Design emsg_decomp, sky130hd; sources not shown.
### Cell placement, run 1

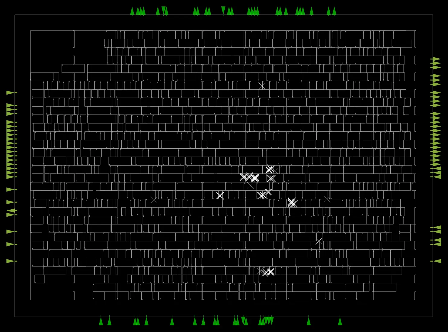
seq_cells: 98
row count: 32
Cell Count, Final, Fillers Out: 1223

### Wire density map, run 1

The die is cut into 27 by 20 equal tiles; black is low, pale yellow is high, scaled to the fullest tile. Values are wire area over tile area, all layers added.
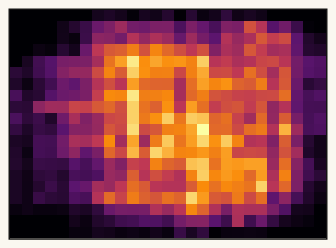
The densest ninth of the die: center. The emptiest ninth of the die: south-west. The mean over all tiles is 0.43.
combined global-route utilization of all metal layers: 0.320
total vias in the final route: 7907
wire length per cell after detailed routing: 24.5 microns
total routed wirelength: 29900 microns

### Close-up of the layout, run 1

Bar = 10 microns. Region (55, 17) to (80, 42) microns. Cells in gray, sequential cells in the stronger gray; small squares are vias.
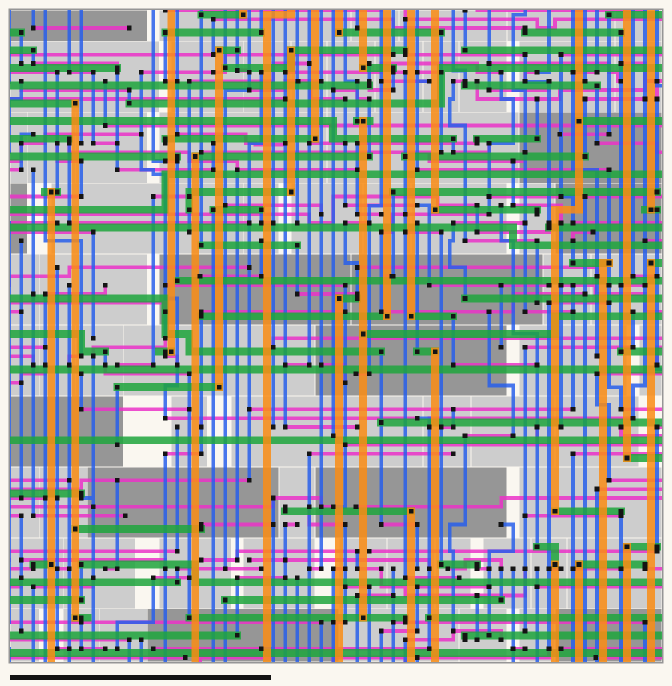
met3: in green. met4: in orange. met2: in blue. met1: in magenta.
62 logic cells have their middle in the window. Most frequent: o21ai_0 (10), dfxtp_1 (10). Sequential cells in the window: 10.

### Gate families picked out, run 1

Bar = 50 microns.
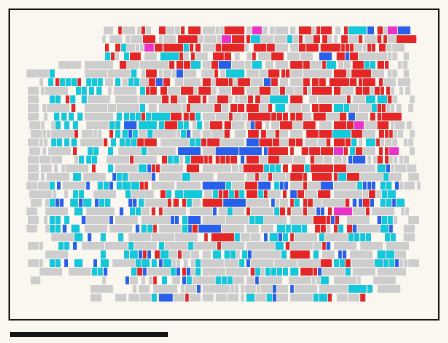
NOR gates: in blue, cells 95, most used nor2_1. XOR/XNOR gates: in magenta, cells 8, most used xor2_1. NAND gates: in red, cells 276, most used nand2_1. inverting AOI/OAI gates: in cyan, cells 236, most used o21ai_0, where widely spread.
most common logic cell in the routed design: sky130_fd_sc_hd__o21ai_0
multi-input gate share of the layout cell area: 0.459

==> run notes, run 1 <==
The tools report the largest clock skew in the final design as 0.0130 ns. Between the synthesized netlist and the finished layout, the area growth was recorded as 55.1%. During placement, the flow inserted port buffers numbering 103. Derived from the worst setup path, the maximum achievable clock frequency is 0.273 GHz.

The area of the mapped netlist came out at 5810 sq um. Looking at the area split, the leading class of cells is logic gates. With the number of multi-input combinational cells in the layout at 624, the setup slack after layout is -0.865 ns.

By area the synthesized netlist is led by sky130_fd_sc_hd__dfxtp_1, sky130_fd_sc_hd__nand2_1, sky130_fd_sc_hd__o21ai_0. The run gives 0.00160 W as the flip-flop and latch power. The horizontal die dimension reported for this design is 135 microns. For the power attributed to the clock group, the log shows 0.00122 W. The run finished, with violations left. Number of antenna violations at the first check in global routing: 0. The height of the die is 97.6 microns, and the number of setup violations in the final report is 49. With the relative max-transition margin at 0.325, the max capacitance violation total is 0.

Clock tree synthesis inserted a total of 9 buffers. The final routed DRC violation total was 123. The checks that failed: DRC, setup timing. The area fraction in mux cells is 0, and the delay of the slowest critical-path stage is 0.38 ns. The number of logic stages on the critical path including buffering is 10. The script reports the combined buffer and inverter count of the critical path as 4.
run 1: through the flow:
stage / setup WS (ns) / TNS (ns) / instance area (sq um) / hold slack, ns
after global routing: -0.849 / -17.36 / 9000 / 0.533
after global placement: -0.0628 / -0.919 / 7210 / 0.465
after detailed placement: -0.163 / -2.70 / 7210 / 0.477
after floorplan: 0.271 / 0 / 5810 / 0.456
after CTS: -0.186 / -4.05 / 8410 / 0.494
final: -0.865 / -16.24 / 9000 / 0.491
run 1: layer usage:
metal / up-vias / track usage
li1: 3238 / -
met5: - / 0
met1: 3467 / 0.387
met3: 335 / 0.0740
met2: 867 / 0.497
met4: 0 / 0.232
run 1: what timing repair did:
item,in CTS,in global routing
pin swaps,83,61
setup endpoints to repair,49,48
cloned,1,0
gates resized,326,151
setup buffers,48,19
hold buffers,0,0
==> run 1 -> run 2 <==
--- a/config.mk
+++ b/config.mk
@@ -7,7 +7,7 @@
 export LEC_CHECK = 0
 export ABC_AREA = 1
 export CORE_ASPECT_RATIO = 0.7
-export CORE_MARGIN = 5
+export CORE_MARGIN = 8
 export CORE_UTILIZATION = 53
 export DETAILED_ROUTE_END_ITERATION = 6
 export PLACE_DENSITY = 0.81
### Cell placement, run 2

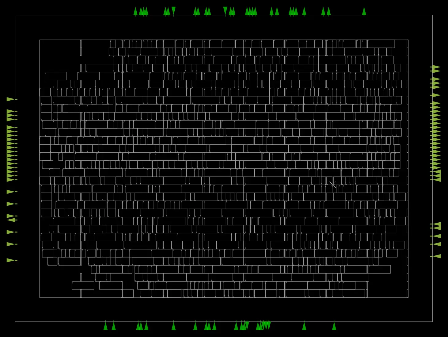
# fillers: 563
core utilization of the finished layout: 0.825
well tap count: 153
Std-Cell Core Area: 10900 sq um

### Gate families picked out, run 2

Bar = 50 microns.
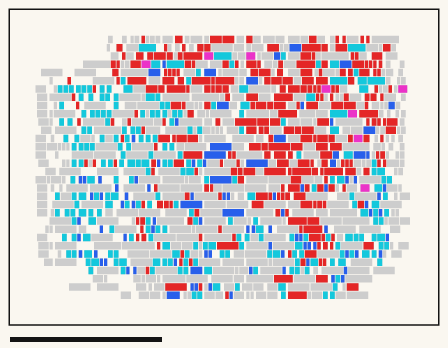
XOR/XNOR gates: in magenta, cells 8, most used xor2_1. inverting AOI/OAI gates: in cyan, cells 236, most used o21ai_0. NOR gates: in blue, cells 96, most used nor2_1. NAND gates: in red, cells 276, most used nand2_1.
Cell Count, Final, Fillers Out: 1204
most common logic cell in the routed design: sky130_fd_sc_hd__nand2_1
multi-input gate share of the layout cell area: 0.467

==> run notes, run 2 <==
The count of input and output buffers is 103 (unchanged), and the area of the mapped netlist is 5810 sq um (unchanged). The run gives 8950 sq um (-0.54%) for the final instance area. The number of logic stages on the critical path including buffering was 15 (+5); the met1 demand-to-capacity share in global routing was 0.324 (-0.0625). The run gives 7713 (-2.5%) for the via count.

The highest clock frequency the design can meet is 0.313 GHz (+15%). Per the run report, area growth between synthesis and finish was 54.2%. The final reports fail on DRC, setup timing. The run gives 0.0109 ns (-0.00209 ns) for the largest clock skew in the final design.

The number of setup violations in the final report is 44 (-10%), and the height of the die is 104 microns (+6.1%). Most used routing layer in global routing: met2. Max capacitance violation total: 0 (unchanged). For the hold buffer count at CTS, the log shows 0 (unchanged). The run finished, with violations left. By area the synthesized netlist is led by sky130_fd_sc_hd__dfxtp_1, sky130_fd_sc_hd__nand2_1, sky130_fd_sc_hd__o21ai_0. The die boundary width was 141 microns (+4.4%). The setup slack after layout came out at -0.396 ns (+0.468 ns). The total routing usage reported by global routing was 0.267 (-0.0531); the final worst hold slack was 0.498 ns (+0.00746 ns). The number of antenna violations at the first check in global routing was 0 (unchanged); the final routed DRC violation total was 1 (-99%).

The run gives -11.20 ns (+5.04 ns) for the post-route setup TNS. The number of flip-flops and latches is 98 (unchanged), and the count of buffering cells on the critical path with inverters included is 5 (+1). The tools report the met3 track demand over resource in global routing as 0.0757 (+0.00164).

The number of multi-input combinational cells in the layout was 625 (+0.16%). The placement row count was 32 (unchanged).
[run 2: power breakdown]
part,switching (W),leakage (nW),internal (W)
Clock,0.000578,0.147,0.000721
Combinational,0.00140,3.26,0.000970
Sequential,0.0000853,0.806,0.00150
[run 2: what timing repair did]
item	in CTS	in global routing
buffers inserted	30	17
endpoints found under the hold margin	0	0
endpoints found under the setup margin	49	48
pin swaps	73	73
gates resized	286	193
gates cloned	2	0
[run 2: logic make-up (layout without fill, tap and decap cells)]
logic type / Yosys count / count (layout) / share of synthesized area
flip-flops: 98 / 98 / 0.338
XOR/XNOR: 8 / 8 / 0.0121
buffers and inverters: 162 / 328 / 0.112
adder cells (fa/ha/maj): 9 / 9 / 0.0194
AND-OR/OR-AND: 236 / 236 / 0.221
AND/OR/NAND/NOR: 370 / 372 / 0.297
No activity file was given, so power comes from the tool's default toggle rates.
